$ cat config.mk
export PLATFORM = sky130hd
export DESIGN_NAME = bcd_mod_counter
export DESIGN_NICKNAME = d
export VERILOG_FILES = /design/src/rtl/bcd_cnt_pkg.sv /design/src/rtl/bcd_mod_counter_digit.sv /design/src/rtl/bcd_mod_counter.sv
export SDC_FILE = /design/constraint.sdc
export NUM_CORES = 1
export LEC_CHECK = 0
export ABC_AREA = 1
export CORE_MARGIN = 2
export CORE_UTILIZATION = 53
export CTS_BUF_LIST = sky130_fd_sc_hd__clkbuf_16
export DETAILED_ROUTE_END_ITERATION = 8
export GPL_TIMING_DRIVEN = 1
export PLACE_DENSITY = 0.81
export SLEW_MARGIN = 30
export SYNTH_ARGS = -nofsm -noshare
export SYNTH_HDL_FRONTEND = slang
export SYNTH_SLANG_ARGS = --single-unit
$ cat constraint.sdc
create_clock -name clk -period 2.35 [get_ports clk]
set_clock_uncertainty 0.1 [all_clocks]
set_input_delay 0.5875 -clock clk [delete_from_list [all_inputs] [get_ports clk]]
set_output_delay 0.5875 -clock clk [all_outputs]
set_load 0.03 [all_outputs]
$ cat src/rtl/bcd_cnt_pkg.sv
// Shared constants and elaboration-time helpers for the BCD modulo counter.
package bcd_cnt_pkg;

    localparam int         BCD_DIGIT_W = 4;
    localparam logic [3:0] BCD_MAX     = 4'd9;

    // Binary to packed BCD for up to four digits. This is used only on
    // parameters to build the terminal value, so the divisions never become
    // hardware.
    function automatic logic [15:0] to_bcd(input int value, input int ndig);
        logic [15:0] r;
        int          v;
        r = '0;
        v = value;
        for (int i = 0; i < 4; i++) begin
            if (i < ndig) begin
                r[i*BCD_DIGIT_W +: BCD_DIGIT_W] = 4'(v % 10);
            end
            v = v / 10;
        end
        return r;
    endfunction

    // True when every one of the low ndig digits is a legal decimal digit.
    function automatic logic bcd_valid(input logic [15:0] vec, input int ndig);
        logic ok;
        ok = 1'b1;
        for (int i = 0; i < 4; i++) begin
            if (i < ndig && vec[i*BCD_DIGIT_W +: BCD_DIGIT_W] > BCD_MAX) begin
                ok = 1'b0;
            end
        end
        return ok;
    endfunction

endpackage

$ cat src/rtl/bcd_mod_counter_digit.sv
// One decade of the BCD counter: increments or decrements with decimal
// carry/borrow. A wrap request forces the digit to its wrap value.
module bcd_digit
    import bcd_cnt_pkg::*;
(
    input  logic [BCD_DIGIT_W-1:0] d_in,
    input  logic                   up_dn,
    input  logic                   c_in,
    input  logic                   wrap,
    input  logic [BCD_DIGIT_W-1:0] wrap_val,
    output logic [BCD_DIGIT_W-1:0] d_out,
    output logic                   c_out
);

    // The ripple out does not depend on wrap. The top derives its down-wrap
    // detect from the last ripple, so this path must stay free of wrap.
    assign c_out = c_in & (up_dn ? (d_in == BCD_MAX) : (d_in == 4'd0));

    // Next digit value: wrap wins; otherwise step only when the lower digits ripple.
    always_comb begin
        d_out = d_in;
        if (wrap) begin
            d_out = wrap_val;
        end else if (c_in) begin
            if (up_dn) begin
                d_out = (d_in == BCD_MAX) ? 4'd0 : d_in + 4'd1;
            end else begin
                d_out = (d_in == 4'd0) ? BCD_MAX : d_in - 4'd1;
            end
        end
    end

endmodule

$ cat src/rtl/bcd_mod_counter.sv
// Parametrised BCD modulo counter stage with up/down, clear, load and a
// same-cycle terminal-count output (co) for cascading.
// Optional lap/split display is enabled with macro BCD_CNT_LAP_EN.
module bcd_mod_counter
    import bcd_cnt_pkg::*;
#(
    parameter int NDIG    = 2,
    parameter int MODULUS = 60
)
(
    input  logic                          clk,
    input  logic                          reset,
    input  logic                          en,
    input  logic                          up_dn,
    input  logic                          clr,
    input  logic                          load,
    input  logic [BCD_DIGIT_W*NDIG-1:0]   load_val,
    output logic [BCD_DIGIT_W*NDIG-1:0]   bcd,
    output logic                          co,
    output logic                          load_err
`ifdef BCD_CNT_LAP_EN
    ,
    input  logic                          lap,
    output logic                          lap_active
`endif
);

    localparam int            W  = BCD_DIGIT_W * NDIG;
    localparam logic [W-1:0]  TV = W'(to_bcd(MODULUS - 1, NDIG));

    if (NDIG < 1 || NDIG > 4) begin : g_bad_ndig
        $error("bcd_mod_counter: NDIG must be 1..4");
    end
    if (MODULUS < 2 || MODULUS > 10**NDIG) begin : g_bad_mod
        $error("bcd_mod_counter: MODULUS must be 2..10**NDIG");
    end

    logic [W-1:0] cnt_q;
    logic [W-1:0] cnt_nxt;
    logic [W-1:0] wrap_val;
    logic         at_tv;
    logic         at_zero;
    logic         wrap;
    logic         load_ok;

    // A full borrow out of the top digit means that every digit is zero.
    assign at_tv    = (cnt_q == TV);
    assign wrap     = up_dn ? at_tv : at_zero;
    assign wrap_val = up_dn ? '0 : TV;
    assign co       = en & ~clr & ~load & ~reset & wrap;

    // Packed BCD orders the same as its decimal value, so comparing against TV is a range check.
    assign load_ok  = bcd_valid(16'(load_val), NDIG) && (load_val <= TV);

    for (genvar g = 0; g < NDIG; g++) begin : g_dig
        logic c_in_g;
        logic c_out_g;
        if (g == 0) begin : g_lsd
            assign c_in_g = 1'b1;
        end else begin : g_rip
            assign c_in_g = g_dig[g-1].c_out_g;
        end
        bcd_digit u_digit (
            .d_in     (cnt_q[g*BCD_DIGIT_W +: BCD_DIGIT_W]),
            .up_dn    (up_dn),
            .c_in     (c_in_g),
            .wrap     (wrap),
            .wrap_val (wrap_val[g*BCD_DIGIT_W +: BCD_DIGIT_W]),
            .d_out    (cnt_nxt[g*BCD_DIGIT_W +: BCD_DIGIT_W]),
            .c_out    (c_out_g)
        );
    end

    assign at_zero = g_dig[NDIG-1].c_out_g & ~up_dn;

    // Live count and load error pulse; priority is reset > clr > load > en.
    always_ff @(posedge clk or posedge reset) begin
        if (reset) begin
            cnt_q    <= '0;
            load_err <= 1'b0;
        end else if (clr) begin
            cnt_q    <= '0;
            load_err <= 1'b0;
        end else if (load) begin
            if (load_ok) begin
                cnt_q    <= load_val;
                load_err <= 1'b0;
            end else begin
                load_err <= 1'b1;
            end
        end else begin
            load_err <= 1'b0;
            if (en) begin
                cnt_q <= cnt_nxt;
            end
        end
    end

`ifdef BCD_CNT_LAP_EN
    logic [W-1:0] shadow_q;

    // Each lap pulse toggles the frozen display. clr drops the frozen view so the cleared count shows.
    always_ff @(posedge clk or posedge reset) begin
        if (reset) begin
            lap_active <= 1'b0;
            shadow_q   <= '0;
        end else if (clr) begin
            lap_active <= 1'b0;
        end else if (lap) begin
            if (!lap_active) begin
                shadow_q <= cnt_q;
            end
            lap_active <= ~lap_active;
        end
    end

    assign bcd = lap_active ? shadow_q : cnt_q;
`else
    assign bcd = cnt_q;
`endif

endmodule

==> run_1/cell_classes.png <==
Bar = 10 microns. Fill, decap, tap and diode cells in grey.
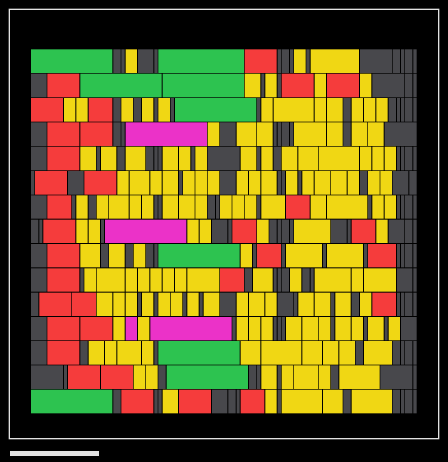
Key: clock drivers and dummy loads = magenta [cells 4, share of their area 5.8%]; flops = green [cells 9, share of their area 17%]; all other logic = yellow [cells 148, share of their area 56%]; other buffers and delay cells = red [cells 32, share of their area 22%]
core area: 1760 sq um
fin area: 1400 sq um
row cnt: 15
final core occ: 79.1%

==> run_1/met1.png <==
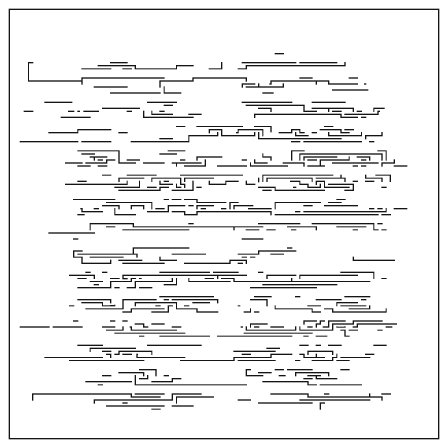
The layer holds 46% of the routed length. The wires run mostly horizontal.
vias: 1142
drt total wl: 2550 microns
met1 usage: 35.2%

==> impl_metrics.tcl, run 1 <==
# metrics dict for downstream scripts
set metrics [dict create \
    relSlewSlack_pct 75.5 \
    drive_gt1_share_pct 17.6 \
    ys_warn_count 0 \
    drc 0 \
    layout_top_cells "nand2_1, clkdlybuf4s50_1, nand3_1" \
    hold_slack_ns 0.490 \
    grt_start_max_net_pins 15 \
    worst_pin_slew_ns 0.367 \
    grt_pass1_vias 1058 \
    num-fill-cells 141 \
    cts_made_buffers 3 \
    pg_comb_uw 360 \
    tap_cells 25 \
    placed_cells 214 \
    cts_buffer_depth 2 \
    ant_nets 0 \
    grt_first_pass_wirelength_microns 4350 \
    critPathCaptureType "output pin" \
    cp_max_fo 4 \
    ys_cells 161 \
    synth-xor-area-share_pct 0.858 \
    slew_viol_final 0 \
    cts_tree "yes" \
    grt_use_met3_pct 3.02 \
    comb_area_sq_um 671 \
    drt_first_pass_iters 6 \
    clkPwrFrac_pct 33.9 \
    netlist_area_sq_um 1020 \
    routed-wl-met3_microns 180 \
    nonClkBufAreaFrac_pct 21.1 \
    clock_cell_area_share_pct 5.65 \
    synth.avg_cell_area_sq_um 6.34 \
    comb-cell-share_pct 48.0 \
    chip_area_sq_um 2290 \
    clock.latency.late_pin_ns 0.24 \
    cap_violations 0 \
    io_pins 24 \
    htree_levels 1 \
    clock-root-buffer "clkbuf_16" \
    rsz0062_at_grt "no" \
    cts.clk_slew.worst_paths_ns 0.04 \
    gp_congestion 0.876 \
    fin_crit_ns 2.31 \
    hold_viol_final 0 \
    hpwl_microns 1950 \
    highest_layer "met4" \
    inv_count 23 \
    layout_top_cell "nand2_1" \
    drtIter0Drc 34 \
    syn-num-nets 183 \
    grt_usage_pct 26.3 \
    ys_sh_simple_pct 45.8 \
    p_int_uw 549 \
    postCtsSetupRepairBufs 0 \
    ys_ff 9 \
    combPwrFrac_pct 41.2 \
    hold_class "flip-flop to flip-flop" \
    met1Wirelength_microns 1170 \
    n_clock_buffer 3 \
    ys_area_sq_um 1020 \
    final_nets 216 \
    stdcell_count 218 \
    syn_to_final_growth_pct 36.8 \
    outcome "finished, final reports clean" \
    dr_wl_met2_microns 1170 \
    synth_cell_types 25 \
    power.density_nw_per_um2 625 \
    numClockSinks 9 \
    top_power_group "combinational cells" \
    pg_clk_uw 296 \
    wl_per_cell_microns 11.7 \
    timing.final.crit_share_pct 98.3 \
    floorplan.core_util_pct 57.9 \
    nFlopsAndLatches 9 \
    topCombFamilyByArea "simple AND/OR/NAND/NOR gates" \
    worstPathRequired_ns 1.66 \
    muxShareOfSynthArea_pct 0 \
    syn_inst 161 \
    viasPerCell 5.24 \
    synth-adder-area-share_pct 9.80 \
    die_w_microns 47.9 \
    reg2reg_slack_ns 0.46 \
    buffers 32 \
    netSwitchingPower_uw 324 \
    swShare_pct 37.1 \
    p_leak_uw 0.000726 \
    seqPwrFrac_pct 24.9 \
    logic_gates 125 \
    cts-resized-gates 1 \
    tool_warnings 32 \
    grt_antenna_before_repair 0 \
    register_area_sq_um 226 \
    diodes 0 \
    critical_path_class "input port to output pin" \
    startpoint_type "input port" \
    aoi_share_pct 8.95 \
    overflow 0 \
    grt_use_met2_pct 43.5 \
    seq_share_pct 16.2 \
    seq_area_frac_synth_pct 22.1 \
    dieHeight_microns 47.9 \
    largestClassByArea "multi-input combinational cells" \
    io_buffers 23 \
    tns_ns 0 \
    cts_hold_buf 0 \
    setup_viol 0 \
    vdd_drop_max_mv 0.463 \
    grt.busiest_layer "met2" \
    fmax_ghz 0.433 \
]
==> run_1/gate_families.png <==
Bar = 10 microns.
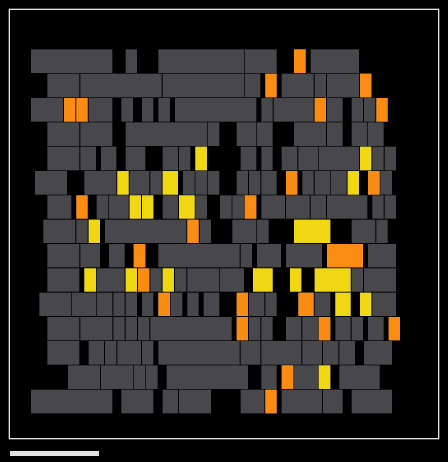
Key: inverters = orange [cells 23, most used inv_1]; NOR gates = yellow [cells 19, most used nor2_1]

## run 1: critical path, stage by stage
cell and delay (ns):
clkdlybuf4s50_1 0.48, nor2_1 0.18, nand3_1 0.10, nor2_1 0.12
buf_4 0.16
## run 1: synthesized netlist by cell type
cell type  instances  share of area (%)
nand2_1           50                 18
inv_1             19                7.0
nand3_1           18                8.8
nor2_1            13                4.8
dfrtp_1            9                 22
ha_1               8                9.8
o21ai_0            8                3.9
a21oi_1            4                2.0
nand4_1            4                2.5
nand2_2            3                1.8
nand3_2            3                2.9
nor3_1             3                1.5
buf_2              2               0.98
buf_6              2                2.2
inv_2              2               0.74
nor2_4             2                2.2
o21bai_1           2                1.5
or2_2              2                1.2
clkinv_2           1               0.49
inv_8              1                1.1
nand2_4            1                1.1
nor2_2             1               0.61
o2111ai_1          1               0.86
o211ai_1           1               0.74
xnor2_1            1               0.86
## run 1: path summary, 6_finish.rpt
check | from | to | cells after the start
setup reg to reg | bcd[0]$_DFFE_PP0P_ | bcd[5]$_DFFE_PP0P_ | 9
setup / recovery | clr | co | 5
hold reg to reg | bcd[4]$_DFFE_PP0P_ | bcd[4]$_DFFE_PP0P_ | 2
min in group asynchronous | reset | bcd[1]$_DFFE_PP0P_ | 3
max in group asynchronous | reset | bcd[4]$_DFFE_PP0P_ | 3
hold / removal | bcd[4]$_DFFE_PP0P_ | bcd[4]$_DFFE_PP0P_ | 2
## run 1: metrics by stage
step	setup WS, ns	instance area [sq um]	total power [uW]
6_report	0.0404	1400	873
5_1_grt	0.0164	1400	928
4_1_cts	0.0388	1390	866
3_5_place_dp	-0.113	1320	571
3_3_place_gp	-0.0909	1320	560
2_1_floorplan	0.0446	1020	451
## run 1: sequential cells by signal, indices dropped and copies added (netlist names)
name      count
load_err      1
bcd           8
## Run 2: what changed since run 1
--- a/config.mk
+++ b/config.mk
@@ -12,6 +12,7 @@
 export DETAILED_ROUTE_END_ITERATION = 8
 export GPL_TIMING_DRIVEN = 1
 export PLACE_DENSITY = 0.81
+export REMOVE_ABC_BUFFERS = 1
 export SLEW_MARGIN = 30
 export SYNTH_ARGS = -nofsm -noshare
 export SYNTH_HDL_FRONTEND = slang
==> run_2/gate_families.png <==
Bar = 10 microns.
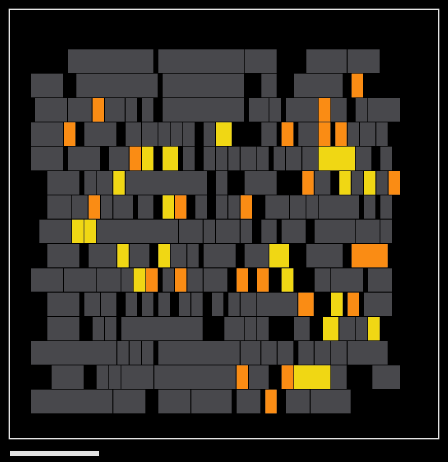
Key: inverters = orange [cells 23, most used inv_1]; NOR gates = yellow [cells 19, most used nor2_1]
Top cell excl fill/tap: nand2_1
Layout Cells excl Fill: 218
logic share of the area: 47.9%

==> run_2/metal_stack.png <==
Bar = 10 microns.
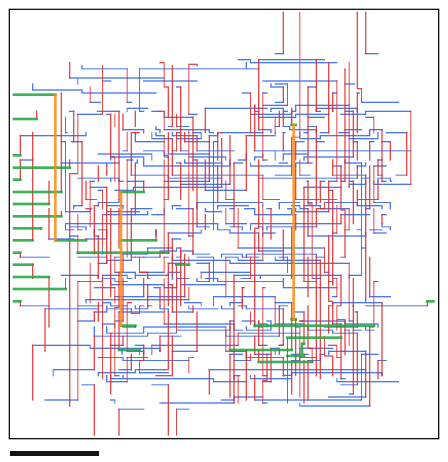
Key: met1 = blue [wire length 1200 microns]; met2 = red [wire length 1220 microns]; met4 = orange [wire length 53.0 microns]; met3 = green [wire length 110 microns]

==> impl_metrics.tcl, run 2 <==
# metrics dict for downstream scripts
set metrics [dict create \
    drt_first_pass_iters 5 \
    largest_register_ffs 8 \
    seq_share_pct 16.4 \
    yosys.cell_count.top_type "nand2_1" \
    comb_area_sq_um 671 \
    outcome "finished, final reports clean" \
    synth-edff-count 0 \
    placed_cells 214 \
    dr_wl_met2_microns 1220 \
    gr-usage-met1_pct 32.9 \
    ys_cells 161 \
    vdd_drop_max_mv 0.584 \
    netSwitchingPower_uw 321 \
    met1Wirelength_microns 1200 \
    core-area_sq_um 1760 \
    place_area_sq_um 1320 \
    pre_cts_slack_ns -0.135 \
    power.density_nw_per_um2 622 \
    critical_path_class "flip-flop to output pin" \
    crit_slowest_cell "dfrtp_2" \
    diodes 0 \
    largestClassByArea "multi-input combinational cells" \
    inv_count 23 \
    netlist_top_cells_count "nand2_1, inv_1, nand3_1, nor2_1, dfrtp_1" \
    hpwl_microns 1950 \
    setup_viol 0 \
    fin_crit_ns 2.26 \
    clock.latency.late_pin_ns 0.23 \
    cts_tree "yes" \
    syn_inst 161 \
    ant_nets 0 \
    nonClkBufAreaFrac_pct 21.0 \
    final_nets 216 \
    postCtsSetupRepairBufs 0 \
    seq_power_uw 220 \
    crit_arrival_ns 1.57 \
    drtIter0Drc 30 \
    synth.avg_cell_area_sq_um 6.34 \
    tool_warnings 31 \
    io_buffers 23 \
    grt_antenna_before_repair 0 \
    wl_per_cell_microns 11.8 \
    async_flop_share_pct 100 \
    clkPwrFrac_pct 33.5 \
    grt_use_met3_pct 2.26 \
    worst_pin_slew_ns 0.393 \
    top_power_group "combinational cells" \
    overflow 0 \
    logic_gates 125 \
    ys_warn_count 0 \
    grt_pass1_vias 976 \
    nFlopsAndLatches 9 \
    synth_cell_types 25 \
    dieHeight_microns 47.9 \
    hold_class "flip-flop to flip-flop" \
    combPwrFrac_pct 41.3 \
    clock_cell_area_share_pct 5.64 \
    grt_start_max_net_pins 15 \
    pg_clk_uw 292 \
    relSlewSlack_pct 73.8 \
    cap_violations 0 \
    synth_top_area_share_pct 22.1 \
    seq_area_frac_synth_pct 22.1 \
    hold_slack_ns 0.475 \
    die_w_microns 47.9 \
    worstPathCellList "ha_1 -> nand2_2 -> clkinv_2 -> nand2_4 -> nor2_4 -> nor2_2 -> nor2_1 -> buf_4" \
    netlist_area_sq_um 1020 \
    tap_cells 25 \
    drc 0 \
    timing.final.crit_share_pct 96.1 \
    viasPerCell 5.35 \
    startpoint_type "flip-flop" \
    cts.clk_slew.worst_paths_ns 0.04 \
    grt_first_pass_wirelength_microns 4030 \
    p_int_uw 550 \
    vias 1167 \
    register_area_sq_um 229 \
    rows 15 \
    final_area_sq_um 1400 \
    floorplan.core_util_pct 57.9 \
    grt.busiest_layer "met2" \
    top_area_cell "dfrtp_1" \
    buffers 32 \
    gp_congestion 0.892 \
    rsz0062_at_grt "no" \
    clock-root-buffer "clkbuf_16" \
    slew_viol_final 0 \
    layout_top_cells "nand2_1, clkdlybuf4s50_1, nand3_1" \
    critPathCaptureType "output pin" \
    cp_max_fo 8 \
    highest_layer "met4" \
    hold_viol_final 0 \
    ys_area_sq_um 1020 \
    routed-wl-met3_microns 109 \
    topCellsByArea "dfrtp_1, nand2_1, ha_1" \
    fmax_ghz 0.443 \
    cts_buffer_depth 2 \
    grt_usage_pct 24.8 \
    numClockSinks 9 \
    n_clock_buffer 3 \
    path_buffers 2 \
    num-fill-cells 139 \
    layout_setup_ws_ns 0.0926 \
    path_delay_family "flip-flops" \
    ys_ff 9 \
    htree_levels 1 \
    seqPwrFrac_pct 25.2 \
    swShare_pct 36.9 \
    syn_to_final_growth_pct 37.0 \
    flop_cell "dfrtp_1" \
    p_leak_uw 0.000723 \
    drive_gt1_share_pct 18.7 \
    cts_hold_buf 0 \
    grt_use_met2_pct 41.1 \
    cpPeakStageDelay_ns 0.46 \
    pg_comb_uw 360 \
    io_pins 24 \
    worstPathRequired_ns 1.66 \
    drt_wl_total_microns 2580 \
    chip_area_sq_um 2290 \
    cts_made_buffers 3 \
]
run 2: cell count changes in the layout (fill, tap and decap cells not counted):
cell | previous run | this run
dfrtp_1 | 8 | 6
dfrtp_2 | 1 | 3
run 2: cells by family after synthesis:
logic type               Yosys count  share of synthesized area (%)
flip-flops                         9                           22.1
AND-OR/OR-AND                     16                           8.95
XOR/XNOR                           1                          0.858
adder cells (fa/ha/maj)            8                           9.80
buffers and inverters             27                           12.5
AND/OR/NAND/NOR                  100                           45.8
run 2: worst register-to-register path: stages (launching register included):
cell and delay [ns]:
dfrtp_2 0.46, ha_1 0.23, nand2_2 0.09, clkinv_2 0.07
nand2_4 0.08, buf_4 0.12, nand3_2 0.09, o21bai_1 0.28
nand2_1 0.10, nand2_1 0.07
run 2: through the flow:
| step | total power (uW) | utilization (%) | TNS, ns |
|---|---|---|---|
| global placement | 559 | 74.5 | -0.0911 |
| detailed placement | 571 | 74.5 | -0.135 |
| CTS | 861 | 78.9 | 0 |
| floorplan | 440 | - | 0 |
| finish | 871 | 79.3 | 0 |
| global route | 923 | 79.3 | 0 |
run 2: path summary, 6_finish.rpt:
kind	startpoint	endpoint	slack, ns	cells past startpoint
setup / recovery	bcd[0]$_DFFE_PP0P_	co	0.09	8
max in group asynchronous	reset	bcd[0]$_DFFE_PP0P_	1.44	3
setup reg to reg	bcd[0]$_DFFE_PP0P_	bcd[4]$_DFFE_PP0P_	0.59	9
min in group asynchronous	reset	load_err$_DFF_PP0_	0.56	3
hold / removal	bcd[5]$_DFFE_PP0P_	bcd[5]$_DFFE_PP0P_	0.48	2
hold reg to reg	bcd[5]$_DFFE_PP0P_	bcd[5]$_DFFE_PP0P_	0.48	2
run 2: timing repair:
action                                  CTS  global route
endpoints found under the hold margin     0             0
gates resized                             1             7
endpoints found under the setup margin    1             1
No activity file was given, so power comes from the tool's default toggle rates.
